==> src/rtl/bus_pkg.sv <==
// rtl/bus_pkg.sv - shared encodings and defaults for the round-robin bus arbiter
package bus_pkg;
  typedef enum logic {ST_IDLE = 1'b0, ST_BUSY = 1'b1} state_e;

  localparam int N_DEF       = 8;
  localparam int IDW_DEF     = 3;
  localparam int TO_W_DEF    = 16;
  localparam int TIMEOUT_DEF = 1000;
endpackage

==> src/rtl/rr_pick.sv <==
// rtl/rr_pick.sv - first set request bit in rotating order from start_i, optional masked index
module rr_pick #(
  parameter int N   = bus_pkg::N_DEF,
  parameter int IDW = bus_pkg::IDW_DEF
) (
  input  logic [N-1:0]   req_i,
  input  logic [IDW-1:0] start_i,
  input  logic           mask_en_i,
  input  logic [IDW-1:0] mask_idx_i,
  output logic           valid_o,
  output logic [IDW-1:0] idx_o
);
  logic [N-1:0] req_m;

  assign req_m = req_i & ~(mask_en_i ? (N'(1) << mask_idx_i) : '0);

  // Walk the order backwards so the last hit written is the first in rotating order.
  always_comb begin
    int pos;
    valid_o = 1'b0;
    idx_o   = '0;
    pos     = 0;
    for (int k = N - 1; k >= 0; k--) begin
      pos = (int'(start_i) + k) % N;
      if (req_m[pos[IDW-1:0]]) begin
        valid_o = 1'b1;
        idx_o   = pos[IDW-1:0];
      end
    end
  end
endmodule

==> src/rtl/bus_arbiter_rr.sv <==
// rtl/bus_arbiter_rr.sv - round-robin DMA bus arbiter with grant hold and watchdog release
module bus_arbiter_rr
  import bus_pkg::*;
#(
  parameter int N       = N_DEF,
  parameter int IDW     = IDW_DEF,
  parameter int TO_W    = TO_W_DEF,
  parameter int TIMEOUT = TIMEOUT_DEF
) (
  input  logic           clk,
  input  logic           rst,
  input  logic [N-1:0]   dma,
  input  logic           ready,
  output logic [N-1:0]   grant,
  output logic           req,
  output logic [IDW-1:0] owner,
  output logic           timeout,
  output logic [IDW-1:0] timeout_id
);
  localparam bit            TO_EN   = (TIMEOUT != 0);
  localparam logic [TO_W-1:0] TO_LAST = TO_W'((TIMEOUT == 0) ? 0 : TIMEOUT - 1);

  state_e          state_q, state_d;
  logic [N-1:0]    grant_q, grant_d;
  logic [IDW-1:0]  owner_q, owner_d;
  logic [IDW-1:0]  ptr_q, ptr_d;
  logic [TO_W-1:0] timer_q, timer_d;
  logic            timeout_q, timeout_d;
  logic [IDW-1:0]  timeout_id_q, timeout_id_d;

  logic [IDW-1:0]  nxt_ptr;
  logic [IDW-1:0]  pick_start;
  logic            pick_valid;
  logic [IDW-1:0]  pick_idx;

  // Explicit wrap so non-power-of-two N never points past the last master.
  assign nxt_ptr    = (owner_q == IDW'(N - 1)) ? '0 : owner_q + 1'b1;
  assign pick_start = (state_q == ST_BUSY) ? nxt_ptr : ptr_q;

  rr_pick #(.N(N), .IDW(IDW)) u_pick (
    .req_i      (dma),
    .start_i    (pick_start),
    .mask_en_i  (state_q == ST_BUSY),
    .mask_idx_i (owner_q),
    .valid_o    (pick_valid),
    .idx_o      (pick_idx)
  );

  always_comb begin
    state_d      = state_q;
    grant_d      = grant_q;
    owner_d      = owner_q;
    ptr_d        = ptr_q;
    timer_d      = timer_q;
    timeout_d    = 1'b0;
    timeout_id_d = timeout_id_q;
    case (state_q)
      ST_IDLE: begin
        if (pick_valid) begin
          grant_d = N'(1) << pick_idx;
          owner_d = pick_idx;
          timer_d = '0;
          state_d = ST_BUSY;
        end
      end
      ST_BUSY: begin
        if (ready) begin
          ptr_d = nxt_ptr;
          if (pick_valid) begin
            grant_d = N'(1) << pick_idx;
            owner_d = pick_idx;
            timer_d = '0;
          end else begin
            grant_d = '0;
            owner_d = '0;
            state_d = ST_IDLE;
          end
        end else if (!dma[owner_q]) begin
          grant_d = '0;
          owner_d = '0;
          ptr_d   = nxt_ptr;
          state_d = ST_IDLE;
        end else if (TO_EN && timer_q == TO_LAST) begin
          timeout_d    = 1'b1;
          timeout_id_d = owner_q;
          grant_d      = '0;
          owner_d      = '0;
          ptr_d        = nxt_ptr;
          state_d      = ST_IDLE;
        end else if (timer_q != '1) begin
          timer_d = timer_q + 1'b1;
        end
      end
      default: state_d = ST_IDLE;
    endcase
  end

  always_ff @(posedge clk) begin
    if (rst) begin
      state_q      <= ST_IDLE;
      grant_q      <= '0;
      owner_q      <= '0;
      ptr_q        <= '0;
      timer_q      <= '0;
      timeout_q    <= 1'b0;
      timeout_id_q <= '0;
    end else begin
      state_q      <= state_d;
      grant_q      <= grant_d;
      owner_q      <= owner_d;
      ptr_q        <= ptr_d;
      timer_q      <= timer_d;
      timeout_q    <= timeout_d;
      timeout_id_q <= timeout_id_d;
    end
  end

  assign grant      = grant_q;
  assign req        = |grant_q;
  assign owner      = owner_q;
  assign timeout    = timeout_q;
  assign timeout_id = timeout_id_q;
endmodule

==> config.mk <==
export PLATFORM = sky130hd
export DESIGN_NAME = bus_arbiter_rr
export DESIGN_NICKNAME = d
export VERILOG_FILES = /design/src/rtl/bus_pkg.sv /design/src/rtl/rr_pick.sv /design/src/rtl/bus_arbiter_rr.sv
export SDC_FILE = /design/constraint.sdc
export NUM_CORES = 1
export LEC_CHECK = 0
export CAP_MARGIN = 20
export CORE_UTILIZATION = 35
export CTS_BUF_LIST = sky130_fd_sc_hd__clkbuf_8 sky130_fd_sc_hd__clkbuf_16
export DETAILED_ROUTE_END_ITERATION = 10
export PLACE_DENSITY = 0.62
export SLEW_MARGIN = 20
export SYNTH_ARGS = -nofsm -noshare
export SYNTH_HDL_FRONTEND = slang
export SYNTH_SLANG_ARGS = --single-unit
==> constraint.sdc <==
create_clock -name clk -period 11.4 [get_ports clk]
set_input_delay 1.71 -clock clk [delete_from_list [all_inputs] [get_ports clk]]
set_output_delay 1.71 -clock clk [all_outputs]
set_load 0.01 [all_outputs]
==> results.json, run 1 <==
{
  "clock_area_frac": 0.03419,
  "grtUsageMet2": 0.3214,
  "core_um2": 8299,
  "hold_end": "grant[6]",
  "relSlewSlack": 0.4873,
  "finClkSkew_ns": 0.005874,
  "fp.dieH_um": 95.21,
  "finalSetupViolations": 0,
  "final_common_cell": "dfxtp_1",
  "netlist.top_cell.by_instances": "dfxtp_1",
  "insertion_delay_ns": 0.28,
  "required_ns": 11.62,
  "grtUsageMet3": 0.02073,
  "dp_hpwl_um": 5858,
  "crit_top_cell": "a32oi_2",
  "grt_max_degree": 37,
  "grt-ovfl-total": 0,
  "avgViaCountPerCell": 6.103,
  "ys_cells": 367,
  "p_per_area_nw_per_um2": 246.1,
  "aoi_share": 0.2798,
  "final_area_um2": 3440,
  "mux_share": 0.1099,
  "io_pins": 27,
  "rsz0062_at_grt": "no",
  "drv_cap": 0,
  "synthArstFlopShare": 0,
  "buf_share": 0.08221,
  "grt-busiest-layer": "met2",
  "cts_buffer_depth": 2,
  "cts_hold_buf": 0,
  "crit_cells": 10,
  "area.sequential_um2": 700.7,
  "ir_drop_mv": 0.07309,
  "postSynthSeqShare": 0.2305,
  "fp-utilization": 0.3664,
  "whs_ns": 0.4973,
  "seq_area_frac": 0.2037,
  "syn_avg_cell_area_um2": 8.285,
  "critPathTopFamily": "AND-OR/OR-AND gates",
  "cts_setup_buffers": 0,
  "port_buffers": 26,
  "clk_pin_slew_ns": 0.07,
  "synth-simple-area-share": 0.2761,
  "critPathCapture": "grant[3]",
  "status": "finished clean",
  "area_dominant_class": "logic gates",
  "combGateArea_um2": 2173,
  "comb_cells": 301
}
-- run 1: worst reg2reg max path, stage by stage (launching register included) --
cell       delay (ns)
dfxtp_1          0.60
ha_1             0.26
ha_1             0.27
nor3b_2          0.11
nor2_4           0.41
inv_1            0.16
ha_1             0.34
xnor2_4          0.39
mux2_1           0.36
nor3_1           0.25
o311ai_2         0.16
a32oi_2          0.34
a2111oi_4        0.11
a32o_1           0.30
-- run 1: flip-flops by register name, indices dropped and copies added (netlist names) --
| register | count |
|---|---|
| state_q | 1 |
| timeout_id | 3 |
| owner | 3 |
| timeout | 1 |
| timer_q | 16 |
| grant | 8 |
| ptr_q | 3 |
-- run 1: power by group --
part	switching (uW)	leakage (uW)	internal, uW
combinational	327	0.000832	244
sequential	21.8	0.000284	140
clock	43.0	0.0000612	70.7
total	391	0.00118	455
Figure 1. PDN straps and rails (run 1).
The bar under the picture is 20 um long. Pins as bars on the die edge.
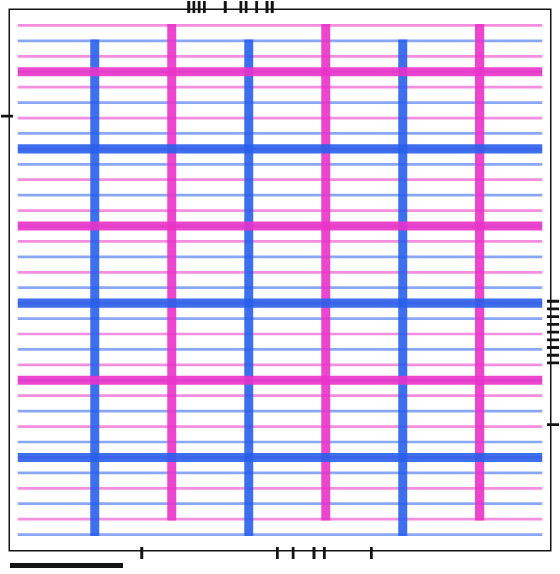
- magenta: VDD
- blue: VSS
- rows: 33
- signal pins: 27

Figure 2. Placement by cell class (run 1).
The bar under the picture is 20 um long.
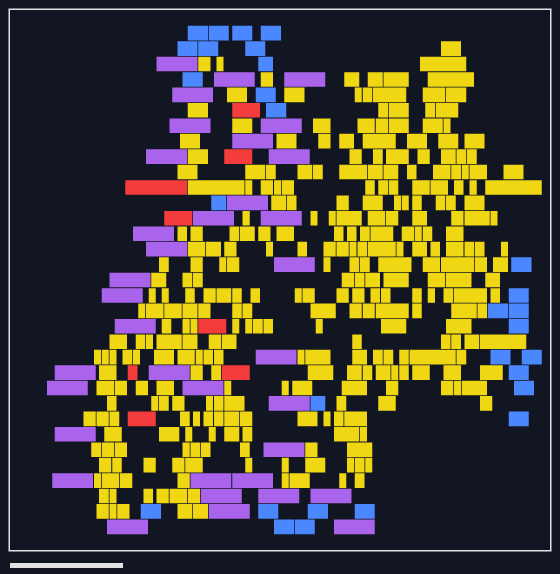
- purple: flip-flops (cells 35)
- red: clock drivers and dummy loads (cells 8)
- yellow: all other logic (cells 310)
- blue: other buffers and delay cells (cells 29)

Figure 3. Clock wires, drivers and flops (run 1).
The bar under the picture is 20 um long.
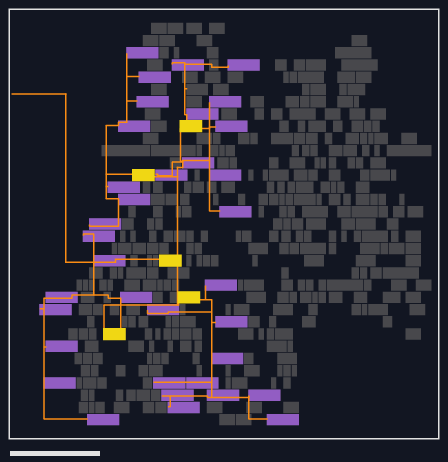
- orange: clock wires (length 463 um)
- yellow: cells driving clock nets (count 5)
- purple: flip-flops (count 35)
- routed clock nets: 6

Figure 4. Routed metal, one color a layer (run 1).
Two of the layers only.
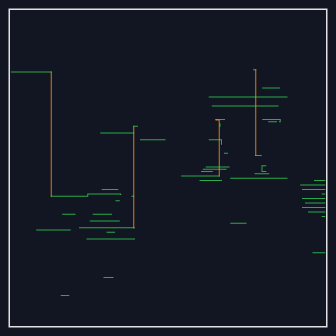
- green: met3 (wire length 303 um)
- orange: met4 (wire length 112 um)

Figure 5. Placement view (run 1).
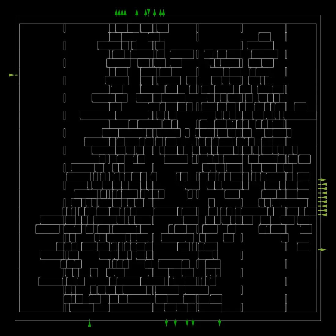

## Run 2: what changed since run 1
--- a/config.mk
+++ b/config.mk
@@ -9,7 +9,7 @@
 export CORE_UTILIZATION = 35
 export CTS_BUF_LIST = sky130_fd_sc_hd__clkbuf_8 sky130_fd_sc_hd__clkbuf_16
 export DETAILED_ROUTE_END_ITERATION = 10
-export PLACE_DENSITY = 0.62
+export PLACE_DENSITY = 0.64
 export SLEW_MARGIN = 20
 export SYNTH_ARGS = -nofsm -noshare
 export SYNTH_HDL_FRONTEND = slang
==> constraint.sdc (replaced) <==
create_clock -name clk -period 4.08 [get_ports clk]
set_input_delay 0.612 -clock clk [delete_from_list [all_inputs] [get_ports clk]]
set_output_delay 0.612 -clock clk [all_outputs]
set_load 0.01 [all_outputs]
Figure 6. Placement view (run 2).
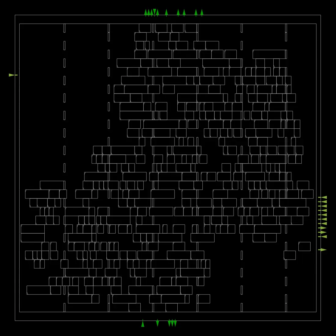
Util after Layout: 0.4235
Well Taps: 105

Figure 7. PDN straps and rails (run 2).
The bar under the picture is 20 um long. Pins as bars on the die edge.
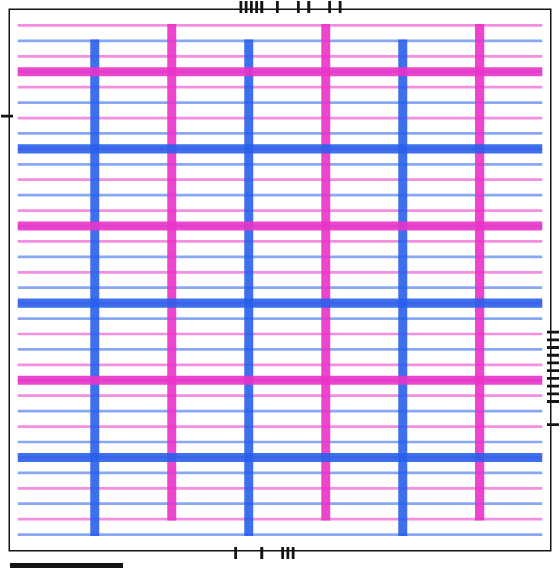
- blue: VSS
- magenta: VDD
- met1 rails: 34
- met5 straps: 6

Figure 8. Placement by cell class (run 2).
The bar under the picture is 20 um long.
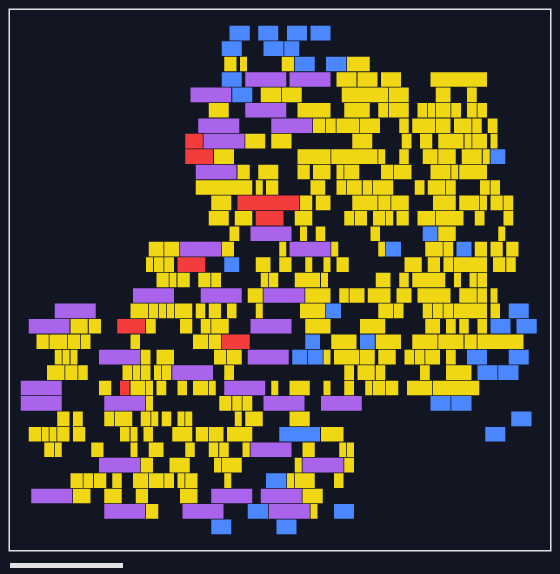
- purple: flip-flops (cells 35)
- blue: other buffers and delay cells (cells 38)
- red: clock drivers and dummy loads (cells 8)
- yellow: all other logic (cells 310)

==> run 2 against run 1 <==
  * Critical path depth increased by 3
  * Power increased to 2.9 times the previous value
  * Via count about the same
  * Cell area increased by 2.2%
  * Sequential power increased to 2.7 times the previous value
  * Cell count increased by 1.8%
  * Non-clock buffer count increased by 9
  * Highest routed layer unchanged
==> results.json, run 2 <==
{
  "core_um2": 8299,
  "ys_cells": 367,
  "area_dominant_class": "logic gates",
  "ir_drop_mv": 0.2829,
  "mux_share": 0.1099,
  "cts_buffer_depth": 2,
  "status": "finished clean",
  "finalSetupViolations": 0,
  "syn_avg_cell_area_um2": 8.285,
  "critPathCapture": "grant[2]",
  "io_pins": 27,
  "grt-ovfl-total": 0,
  "buf_share": 0.1032,
  "grtUsageMet2": 0.3113,
  "grt-busiest-layer": "met2",
  "fp.dieH_um": 95.21,
  "grt_max_degree": 32,
  "final_common_cell": "dfxtp_1",
  "seq_area_frac": 0.1994,
  "comb_cells": 301,
  "grtUsageMet3": 0.02632,
  "largest_reg_flops": 16
}
==> run 2: per-stage QoR <==
stage                     setup slack, ns    util  instance area [um^2]  hold slack [ns]
after global placement             0.4061  0.4099                  3402           0.4669
after detailed placement           0.3789  0.4099                  3402           0.4791
after floorplan                    0.3674       -                  3040           0.4539
after global routing             0.002204  0.4235                  3515           0.5118
after CTS                          0.3613  0.4235                  3515           0.4949
final                              0.3705  0.4235                  3515           0.4935
==> run 2: per-layer routing <==
layer,part of all wire,up-vias
met5,0,-
met4,0.0088,0
met3,0.048,8
met2,0.48,78
met1,0.46,1425
li1,-,1459
==> run 2: power breakdown <==
group	switching [uW]	internal [uW]	total [uW]
sequential	43.7	392	435
combinational	948	731	1680
clock	130	182	311
total	1120	1300	2430
Figure 9. Clock wires, drivers and flops (run 2).
The bar under the picture is 20 um long.
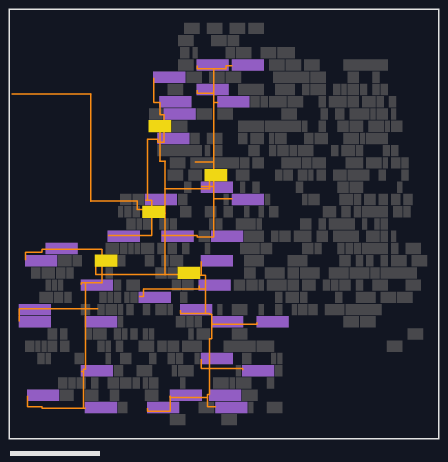

## Run 3: what changed since run 2
--- a/config.mk
+++ b/config.mk
@@ -9,6 +9,7 @@
 export CORE_UTILIZATION = 35
 export CTS_BUF_LIST = sky130_fd_sc_hd__clkbuf_8 sky130_fd_sc_hd__clkbuf_16
 export DETAILED_ROUTE_END_ITERATION = 10
+export GPL_TIMING_DRIVEN = 0
 export PLACE_DENSITY = 0.64
 export SLEW_MARGIN = 20
 export SYNTH_ARGS = -nofsm -noshare
Figure 10. Clock wires, drivers and flops (run 3).
The bar under the picture is 20 um long.
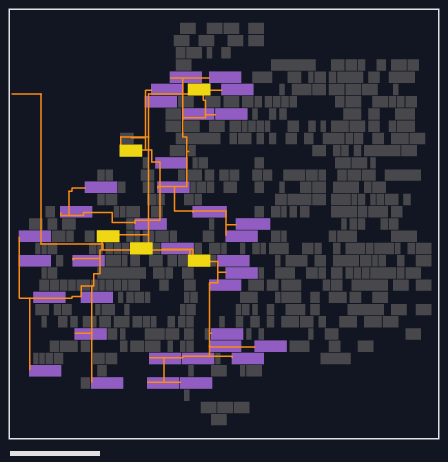
- yellow: cells driving clock nets (count 5)
- orange: clock wires (length 483 um)
- purple: flip-flops (count 35)
- routed clock nets: 6

Figure 11. Routed metal, one color a layer (run 3).
Two of the layers only.
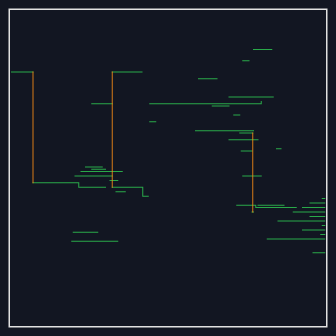
- green: met3 (wire length 323 um)
- orange: met4 (wire length 91.8 um)

Figure 12. PDN straps and rails (run 3).
The bar under the picture is 20 um long. Pins as bars on the die edge.
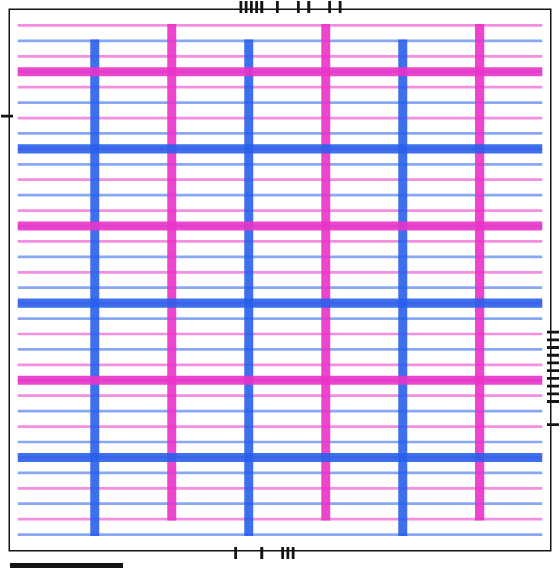
- blue: VSS
- magenta: VDD
- met4 straps: 6
- met1 rails: 34

==> run 3 against run 2 <==
  * Sequential power up 3%
  * Cell count up 2.2%
  * Count of clock-buffer cells in the layout is the same
  * Clock power increased by 2%
  * Non-clock buffer count increased by 11
  * Utilization grew 0.90 points
  * First-iteration DRC count is 6.3% higher
  * Area after synthesis is the same
  * Clock skew fell by 0.0059 ns
  * Largest cell class unchanged
  * Largest power group unchanged
==> results.json, run 3 <==
{
  "met3_length_um": 322,
  "cts_setup_buffers": 1,
  "clk_pin_slew_ns": 0.07,
  "fin_util": 0.4325,
  "grtUsageMet2": 0.3310,
  "fp.dieH_um": 95.21,
  "port_buffers": 25,
  "buf_share": 0.1129,
  "grt-busiest-layer": "met2",
  "netlist.top_cell.by_instances": "dfxtp_1",
  "power_clock_uw": 316,
  "tap_cells": 105,
  "status": "finished clean",
  "seqPwrFrac": 0.180,
  "pg_seq_uw": 449,
  "ys_cells": 367,
  "wl_met2_um": 4012,
  "seq_area_frac": 0.1959,
  "required_ns": 4.26,
  "dp_hpwl_um": 6159,
  "p_int_uw": 1339,
  "drv_cap": 0,
  "dp_slack_ns": -0.1993,
  "core_um2": 8299,
  "p_per_area_nw_per_um2": 693.3,
  "power_frac_comb": 0.693,
  "clockPowerShare": 0.127,
  "grtUsageMet3": 0.02632,
  "maxPowerGroup": "combinational cells",
  "comb_cells": 301,
  "switchingPower_uw": 1150,
  "area_dominant_class": "logic gates",
  "avgViaCountPerCell": 5.970
}
run 3: cell counts after synthesis:
Identical to the previous run, type by type.
run 3: kinds of logic after synthesis:
kind of cell	share of synthesized area
AND-OR/OR-AND	0.2798
AND/OR/NAND/NOR	0.2761
buffers and inverters	0.05474
multiplexers	0.1099
XOR/XNOR	0.01194
adder cells (fa/ha/maj)	0.03704
flip-flops	0.2305
run 3: critical path: stages (launching register included):
cell and delay, ns:
dfxtp_2 0.39, ha_1 0.23, ha_1 0.26, nor3b_4 0.28, nor2_4 0.11, buf_4 0.20
ha_2 0.19, or3_1 0.40, and2_2 0.27, mux4_2 0.33, a211oi_2 0.25, o311ai_2 0.11
a32oi_2 0.37, a2111oi_4 0.11, a32o_1 0.29
Power figures rest on the tool's default switching activity, not on a simulated workload.
